File: config.mk
export PLATFORM = sky130hd
export DESIGN_NAME = dma_engine
export DESIGN_NICKNAME = d
export VERILOG_FILES = /design/src/rtl/dma_pkg.sv /design/src/rtl/dma_regfile.sv /design/src/rtl/dma_engine.sv
export SDC_FILE = /design/constraint.sdc
export NUM_CORES = 1
export LEC_CHECK = 0
export CAP_MARGIN = 20
export CORE_ASPECT_RATIO = 1.1
export CORE_UTILIZATION = 52
export CTS_BUF_LIST = sky130_fd_sc_hd__clkbuf_16
export DETAILED_ROUTE_END_ITERATION = 10
export GPL_TIMING_DRIVEN = 0
export PLACE_DENSITY_LB_ADDON = 0.08
export SKIP_LAST_GASP = 1
export SLEW_MARGIN = 20
export SYNTH_ARGS = -nofsm -noshare
export SYNTH_HDL_FRONTEND = slang
export SYNTH_SLANG_ARGS = --single-unit
File: constraint.sdc
create_clock -name clk -period 2.2 [get_ports clk]
set_input_delay 0.44 -clock clk [delete_from_list [all_inputs] [get_ports clk]]
set_output_delay 0.44 -clock clk [all_outputs]
set_load 0.03 [all_outputs]
File: src/rtl/dma_pkg.sv
// ---------------------------------------------------------------------------
// dma_pkg
// Shared definitions for the word-copy DMA master:
//   - dma_state_e : FSM state encoding (IDLE, RD_REQ, RD_DATA, WR_REQ)
//   - REG_*       : register offsets on the 2-bit configuration port
//   - CTRL_*      : bit positions inside the CTRL register
//   - is_ctrl_write : decode helper for a CTRL register write strobe
// Optional feature macro used by the files importing this package: DMA_IRQ_EN
// ---------------------------------------------------------------------------
package dma_pkg;

  typedef enum logic [1:0] {
    ST_IDLE    = 2'd0,
    ST_RD_REQ  = 2'd1,
    ST_RD_DATA = 2'd2,
    ST_WR_REQ  = 2'd3
  } dma_state_e;

  localparam logic [1:0] REG_SRC   = 2'd0;
  localparam logic [1:0] REG_DST   = 2'd1;
  localparam logic [1:0] REG_COUNT = 2'd2;
  localparam logic [1:0] REG_CTRL  = 2'd3;

  // Write side: START, DONE (write-one-to-clear), IRQ_EN, ABORT.
  // Read side:  BUSY, DONE, IRQ_EN.
  localparam int CTRL_START  = 0;
  localparam int CTRL_BUSY   = 1;
  localparam int CTRL_DONE   = 2;
  localparam int CTRL_IRQ_EN = 3;
  localparam int CTRL_ABORT  = 4;

  function automatic logic is_ctrl_write(input logic we, input logic [1:0] addr);
    return we && (addr == REG_CTRL);
  endfunction

endpackage

File: src/rtl/dma_regfile.sv
// ---------------------------------------------------------------------------
// dma_regfile
// Programming registers of the DMA master: SRC, DST, COUNT and CTRL
// (done flag, irq enable), plus the registered completion interrupt.
// SRC/DST/COUNT are write-protected while the engine is busy; the engine
// advances them through step_i after every accepted write beat.
// Optional feature: DMA_IRQ_EN (irq enable bit and interrupt output);
// without it the enable bit reads 0 and the interrupt is tied low.
// Ports:
//   clk, rst_n     clock, synchronous active-low reset
//   cfg_we_i       register write strobe
//   cfg_addr_i     register offset (SRC/DST/COUNT/CTRL)
//   cfg_wdata_i    register write data
//   cfg_rdata_o    combinational readback of cfg_addr_i
//   busy_i         engine is not idle
//   step_i         advance SRC/DST by one word, decrement COUNT
//   set_done_i     transfer finished, set the done flag
//   start_o        CTRL write with start bit set
//   abort_o        CTRL write with abort bit set
//   src_o, dst_o   current source / destination byte addresses
//   count_o        words still to copy
//   irq_o          completion interrupt (level)
// ---------------------------------------------------------------------------
module dma_regfile
  import dma_pkg::*;
#(
  parameter int DATA_WIDTH = 32,
  parameter int ADDR_WIDTH = 32,
  parameter int CNT_WIDTH  = 16,
  parameter int ADDR_STEP  = 4
) (
  input  logic                  clk,
  input  logic                  rst_n,
  input  logic                  cfg_we_i,
  input  logic [1:0]            cfg_addr_i,
  input  logic [DATA_WIDTH-1:0] cfg_wdata_i,
  output logic [DATA_WIDTH-1:0] cfg_rdata_o,
  input  logic                  busy_i,
  input  logic                  step_i,
  input  logic                  set_done_i,
  output logic                  start_o,
  output logic                  abort_o,
  output logic [ADDR_WIDTH-1:0] src_o,
  output logic [ADDR_WIDTH-1:0] dst_o,
  output logic [CNT_WIDTH-1:0]  count_o,
  output logic                  irq_o
);

  logic [ADDR_WIDTH-1:0] src_q, src_d;
  logic [ADDR_WIDTH-1:0] dst_q, dst_d;
  logic [CNT_WIDTH-1:0]  count_q, count_d;
  logic                  done_q, done_d;
  logic                  ctrl_wr;
  logic                  irq_en_w;

  assign ctrl_wr = is_ctrl_write(cfg_we_i, cfg_addr_i);
  assign start_o = ctrl_wr && cfg_wdata_i[CTRL_START];
  assign abort_o = ctrl_wr && cfg_wdata_i[CTRL_ABORT];

  assign src_o   = src_q;
  assign dst_o   = dst_q;
  assign count_o = count_q;

  // Next-state of the address/count registers. Programming writes and
  // engine steps never collide: writes only land while idle, steps only
  // happen while busy. Address arithmetic wraps silently.
  always_comb begin
    src_d   = src_q;
    dst_d   = dst_q;
    count_d = count_q;
    if (cfg_we_i && !busy_i) begin
      unique case (cfg_addr_i)
        REG_SRC:   src_d   = cfg_wdata_i[ADDR_WIDTH-1:0];
        REG_DST:   dst_d   = cfg_wdata_i[ADDR_WIDTH-1:0];
        REG_COUNT: count_d = cfg_wdata_i[CNT_WIDTH-1:0];
        default: ;
      endcase
    end
    if (step_i) begin
      src_d   = src_q + ADDR_WIDTH'(ADDR_STEP);
      dst_d   = dst_q + ADDR_WIDTH'(ADDR_STEP);
      count_d = count_q - CNT_WIDTH'(1);
    end
  end

  // Done flag: the write-one-to-clear is applied first so that a completion
  // landing in the same cycle keeps the flag set.
  always_comb begin
    done_d = done_q;
    if (ctrl_wr && cfg_wdata_i[CTRL_DONE]) begin
      done_d = 1'b0;
    end
    if (set_done_i) begin
      done_d = 1'b1;
    end
  end

  always_ff @(posedge clk) begin
    if (!rst_n) begin
      src_q   <= '0;
      dst_q   <= '0;
      count_q <= '0;
      done_q  <= 1'b0;
    end else begin
      src_q   <= src_d;
      dst_q   <= dst_d;
      count_q <= count_d;
      done_q  <= done_d;
    end
  end

`ifdef DMA_IRQ_EN
  logic irq_en_q, irq_en_d;
  logic irq_q;

  // The enable bit is rewritten on every CTRL write, busy or not.
  always_comb begin
    irq_en_d = irq_en_q;
    if (ctrl_wr) begin
      irq_en_d = cfg_wdata_i[CTRL_IRQ_EN];
    end
  end

  // The interrupt is registered from the next-state values so it rises
  // on the same edge as the done flag and drops on the clearing edge.
  always_ff @(posedge clk) begin
    if (!rst_n) begin
      irq_en_q <= 1'b0;
      irq_q    <= 1'b0;
    end else begin
      irq_en_q <= irq_en_d;
      irq_q    <= done_d && irq_en_d;
    end
  end

  assign irq_en_w = irq_en_q;
  assign irq_o    = irq_q;
`else
  assign irq_en_w = 1'b0;
  assign irq_o    = 1'b0;
`endif

  // Readback mux; unused upper bits read as zero.
  always_comb begin
    cfg_rdata_o = '0;
    unique case (cfg_addr_i)
      REG_SRC:   cfg_rdata_o[ADDR_WIDTH-1:0] = src_q;
      REG_DST:   cfg_rdata_o[ADDR_WIDTH-1:0] = dst_q;
      REG_COUNT: cfg_rdata_o[CNT_WIDTH-1:0]  = count_q;
      REG_CTRL: begin
        cfg_rdata_o[CTRL_BUSY]   = busy_i;
        cfg_rdata_o[CTRL_DONE]   = done_q;
        cfg_rdata_o[CTRL_IRQ_EN] = irq_en_w;
      end
      default: ;
    endcase
  end

endmodule

File: src/rtl/dma_engine.sv
// ---------------------------------------------------------------------------
// dma_engine
// Word-copy DMA bus master placed in front of the bus arbiter. Copies COUNT
// words from SRC to DST as read/write pairs, stalling in place whenever the
// arbiter withholds the grant. Register storage lives in dma_regfile; the
// FSM and the read buffer live here.
// Optional feature: DMA_IRQ_EN (completion interrupt, see dma_regfile).
// Ports:
//   clk, rst_n           clock, synchronous active-low reset
//   cfg_we/addr/wdata    register write port (0=SRC 1=DST 2=COUNT 3=CTRL)
//   cfg_rdata            combinational register readback
//   sel_controller_dma   grant from the arbiter
//   bus_data_in          read data returned by the slave
//   dma_io               bus request
//   dma_write            1=write, 0=read
//   dma_address          bus byte address
//   dma_data_out         write data
//   dma_irq              completion interrupt
// ---------------------------------------------------------------------------
module dma_engine
  import dma_pkg::*;
#(
  parameter int DATA_WIDTH = 32,
  parameter int ADDR_WIDTH = 32,
  parameter int CNT_WIDTH  = 16,
  parameter int ADDR_STEP  = 4
) (
  input  logic                  clk,
  input  logic                  rst_n,
  input  logic                  cfg_we,
  input  logic [1:0]            cfg_addr,
  input  logic [DATA_WIDTH-1:0] cfg_wdata,
  output logic [DATA_WIDTH-1:0] cfg_rdata,
  input  logic                  sel_controller_dma,
  input  logic [DATA_WIDTH-1:0] bus_data_in,
  output logic                  dma_io,
  output logic                  dma_write,
  output logic [ADDR_WIDTH-1:0] dma_address,
  output logic [DATA_WIDTH-1:0] dma_data_out,
  output logic                  dma_irq
);

  dma_state_e            state_q, state_d;
  logic [DATA_WIDTH-1:0] buffer_q, buffer_d;
  logic [ADDR_WIDTH-1:0] last_addr_q;
  logic                  busy;
  logic                  step;
  logic                  set_done;
  logic                  start;
  logic                  abort;
  logic [ADDR_WIDTH-1:0] src;
  logic [ADDR_WIDTH-1:0] dst;
  logic [CNT_WIDTH-1:0]  count;

  assign busy = (state_q != ST_IDLE);

  dma_regfile #(
    .DATA_WIDTH (DATA_WIDTH),
    .ADDR_WIDTH (ADDR_WIDTH),
    .CNT_WIDTH  (CNT_WIDTH),
    .ADDR_STEP  (ADDR_STEP)
  ) u_regfile (
    .clk         (clk),
    .rst_n       (rst_n),
    .cfg_we_i    (cfg_we),
    .cfg_addr_i  (cfg_addr),
    .cfg_wdata_i (cfg_wdata),
    .cfg_rdata_o (cfg_rdata),
    .busy_i      (busy),
    .step_i      (step),
    .set_done_i  (set_done),
    .start_o     (start),
    .abort_o     (abort),
    .src_o       (src),
    .dst_o       (dst),
    .count_o     (count),
    .irq_o       (dma_irq)
  );

  // Transfer sequencing. An abort overrides whatever the current state
  // would have done: no step, no done, no buffer capture, straight to idle.
  // A zero-length start completes immediately without touching the bus.
  always_comb begin
    state_d  = state_q;
    buffer_d = buffer_q;
    step     = 1'b0;
    set_done = 1'b0;
    unique case (state_q)
      ST_IDLE: begin
        if (start && !abort) begin
          if (count == '0) begin
            set_done = 1'b1;
          end else begin
            state_d = ST_RD_REQ;
          end
        end
      end
      ST_RD_REQ: begin
        if (sel_controller_dma) begin
          state_d = ST_RD_DATA;
        end
      end
      ST_RD_DATA: begin
        // Losing the grant while data is due means the read must be reissued.
        if (sel_controller_dma) begin
          buffer_d = bus_data_in;
          state_d  = ST_WR_REQ;
        end else begin
          state_d = ST_RD_REQ;
        end
      end
      ST_WR_REQ: begin
        if (sel_controller_dma) begin
          step = 1'b1;
          if (count == CNT_WIDTH'(1)) begin
            set_done = 1'b1;
            state_d  = ST_IDLE;
          end else begin
            state_d = ST_RD_REQ;
          end
        end
      end
      default: state_d = ST_IDLE;
    endcase
    if (abort && busy) begin
      state_d  = ST_IDLE;
      buffer_d = buffer_q;
      step     = 1'b0;
      set_done = 1'b0;
    end
  end

  always_ff @(posedge clk) begin
    if (!rst_n) begin
      state_q  <= ST_IDLE;
      buffer_q <= '0;
    end else begin
      state_q  <= state_d;
      buffer_q <= buffer_d;
    end
  end

  // Remembers the last address driven on the bus so it can be held while idle.
  always_ff @(posedge clk) begin
    if (!rst_n) begin
      last_addr_q <= '0;
    end else if (busy) begin
      last_addr_q <= dma_address;
    end
  end

  // Bus outputs decoded from the registered state only.
  always_comb begin
    dma_io      = 1'b0;
    dma_write   = 1'b0;
    dma_address = last_addr_q;
    unique case (state_q)
      ST_RD_REQ, ST_RD_DATA: begin
        dma_io      = 1'b1;
        dma_address = src;
      end
      ST_WR_REQ: begin
        dma_io      = 1'b1;
        dma_write   = 1'b1;
        dma_address = dst;
      end
      default: ;
    endcase
  end

  // The buffer is only reloaded on a granted read, so it already holds the
  // last written word while idle.
  assign dma_data_out = buffer_q;

endmodule
==> flow_summary.toml <==
# generated from flow reports
[synthesis]
ys_cells = 1123
numSynthFlops = 147
synth_area_um2 = 8440
syn_area_per_cell_um2 = 7.51
compound_area_frac = 0.259
ys_seq_frac = 0.349
yosys_area_um2 = 8440
floorplan.nets = 1203
synthTopLogicFamily = "AND-OR/OR-AND gates"

[power_and_ir_drop]
power_switching_mw = 2.15
peakVddDrop_mv = 0.580

[grt]
track_usage = 0.421
antenna_found_initial = 0
grtUsageMet3 = 0.102
busiest_layer = "met2"

[clocking]
htree_levels = 4
clk_path_buf_depth = 2
cts_sinks = 147
ctsResizeCount = 455

[worst_setup_path]
path_class = "flip-flop to primary output"
startpoint_type = "flip-flop"
critical_path_arrival_ns = 1.89
crit_buf_inv = 3
r2r-start = "state_q[0]$_SDFFE_PP0P_"
cp_top_family = "buffers and inverters"
rr_endpoint = "u_regfile.dst_o[12]$_SDFFE_PN0P_"
path_cells = "inv_4, ha_4, clkbuf_16, a22oi_2, o21ai_2, buf_6"

[route]
ant_nets = 0
wire_per_inst_um = 22.7
met1_length_um = 12900
dr.first_iter.drc_count = 1542
wl_met2_um = 15400

[run_status]
status = "finished with violations"
violations = "negative setup slack"

[floorplanning]
die_y_um = 136
die_area_um2 = 16700

[final_timing]
final_max_slew_viol_count = 0
fin_ws_ns = -0.126
finalSetupViolations = 44
slew_headroom = 0.364
post-route-min-period_ns = 2.33

[worst_hold_path]
min_path_type = "flip-flop to flip-flop"
min_to = "dma_data_out[17]$_SDFFE_PN0P_"

[job]
openroad.warnings = 35
==> run 1: area by class of cell <==
cell class,instances,area (um^2),share of cell area
Buffer,98,752,0.0638
Clock buffer,17,425,0.0361
Clock inverter,15,124,0.0105
Inverter,10,50.0,0.00425
Multi-Input combinational cell,865,5370,0.456
Sequential cell,147,2950,0.250
Tap cell,200,250,0.0212
Timing Repair Buffer,194,1860,0.158
==> run 1: stage by stage <==
step           hold WS [ns]  cell area [um^2]  std cells
3_5_place_dp          0.446             10500       1489
2_1_floorplan         0.432              8550       1123
5_1_grt               0.471             11800       1546
6_report              0.454             11800       1546
3_3_place_gp          0.438             10500       1489
4_1_cts               0.454             11500       1539
**Run 1: sequential cells grouped by signal name**

Other sequential cells in the stronger grey, the rest of the logic in the fainter grey.
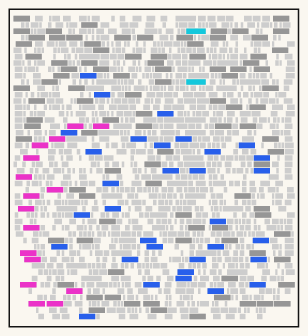
[state_q] cyan | placed flops: 2
[u_regfile.dst_o] blue | placed flops: 32
[u_regfile.count_o] magenta | placed flops: 16
not coloured: 97
final core occ: 0.746
Seq area share: 0.250

**Run 1: metal 2**

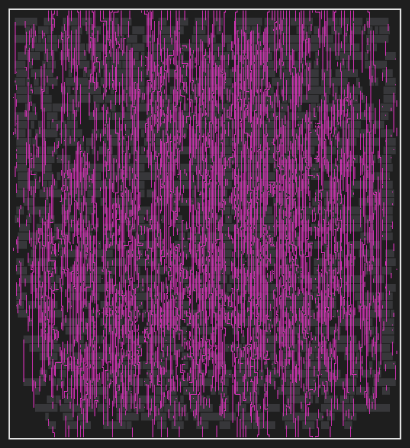
main direction: vertical
longest straight run: 70.7 um
nets with wire on the layer: 1175
wire length on this layer: 15400 um
share of all routed wire: 44%

**Run 1: placed standard cells**

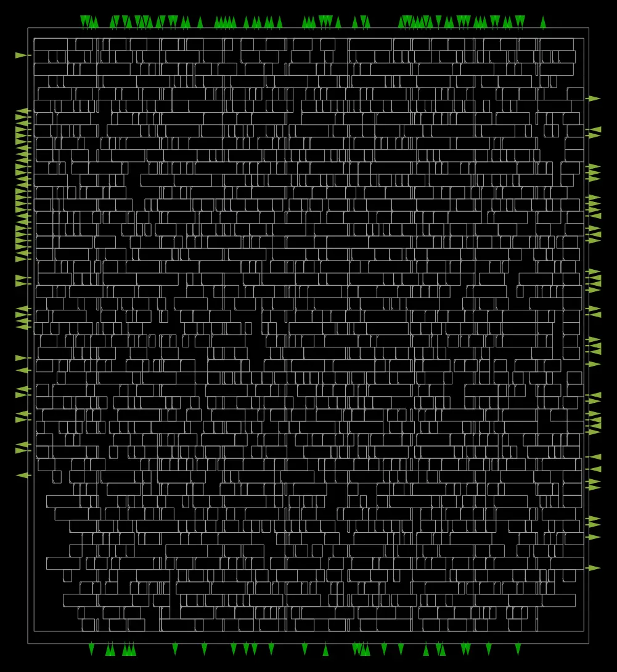
Flop Count: 147
FP Rows: 48
final non-filler cell total: 1546
fillcell total: 1266

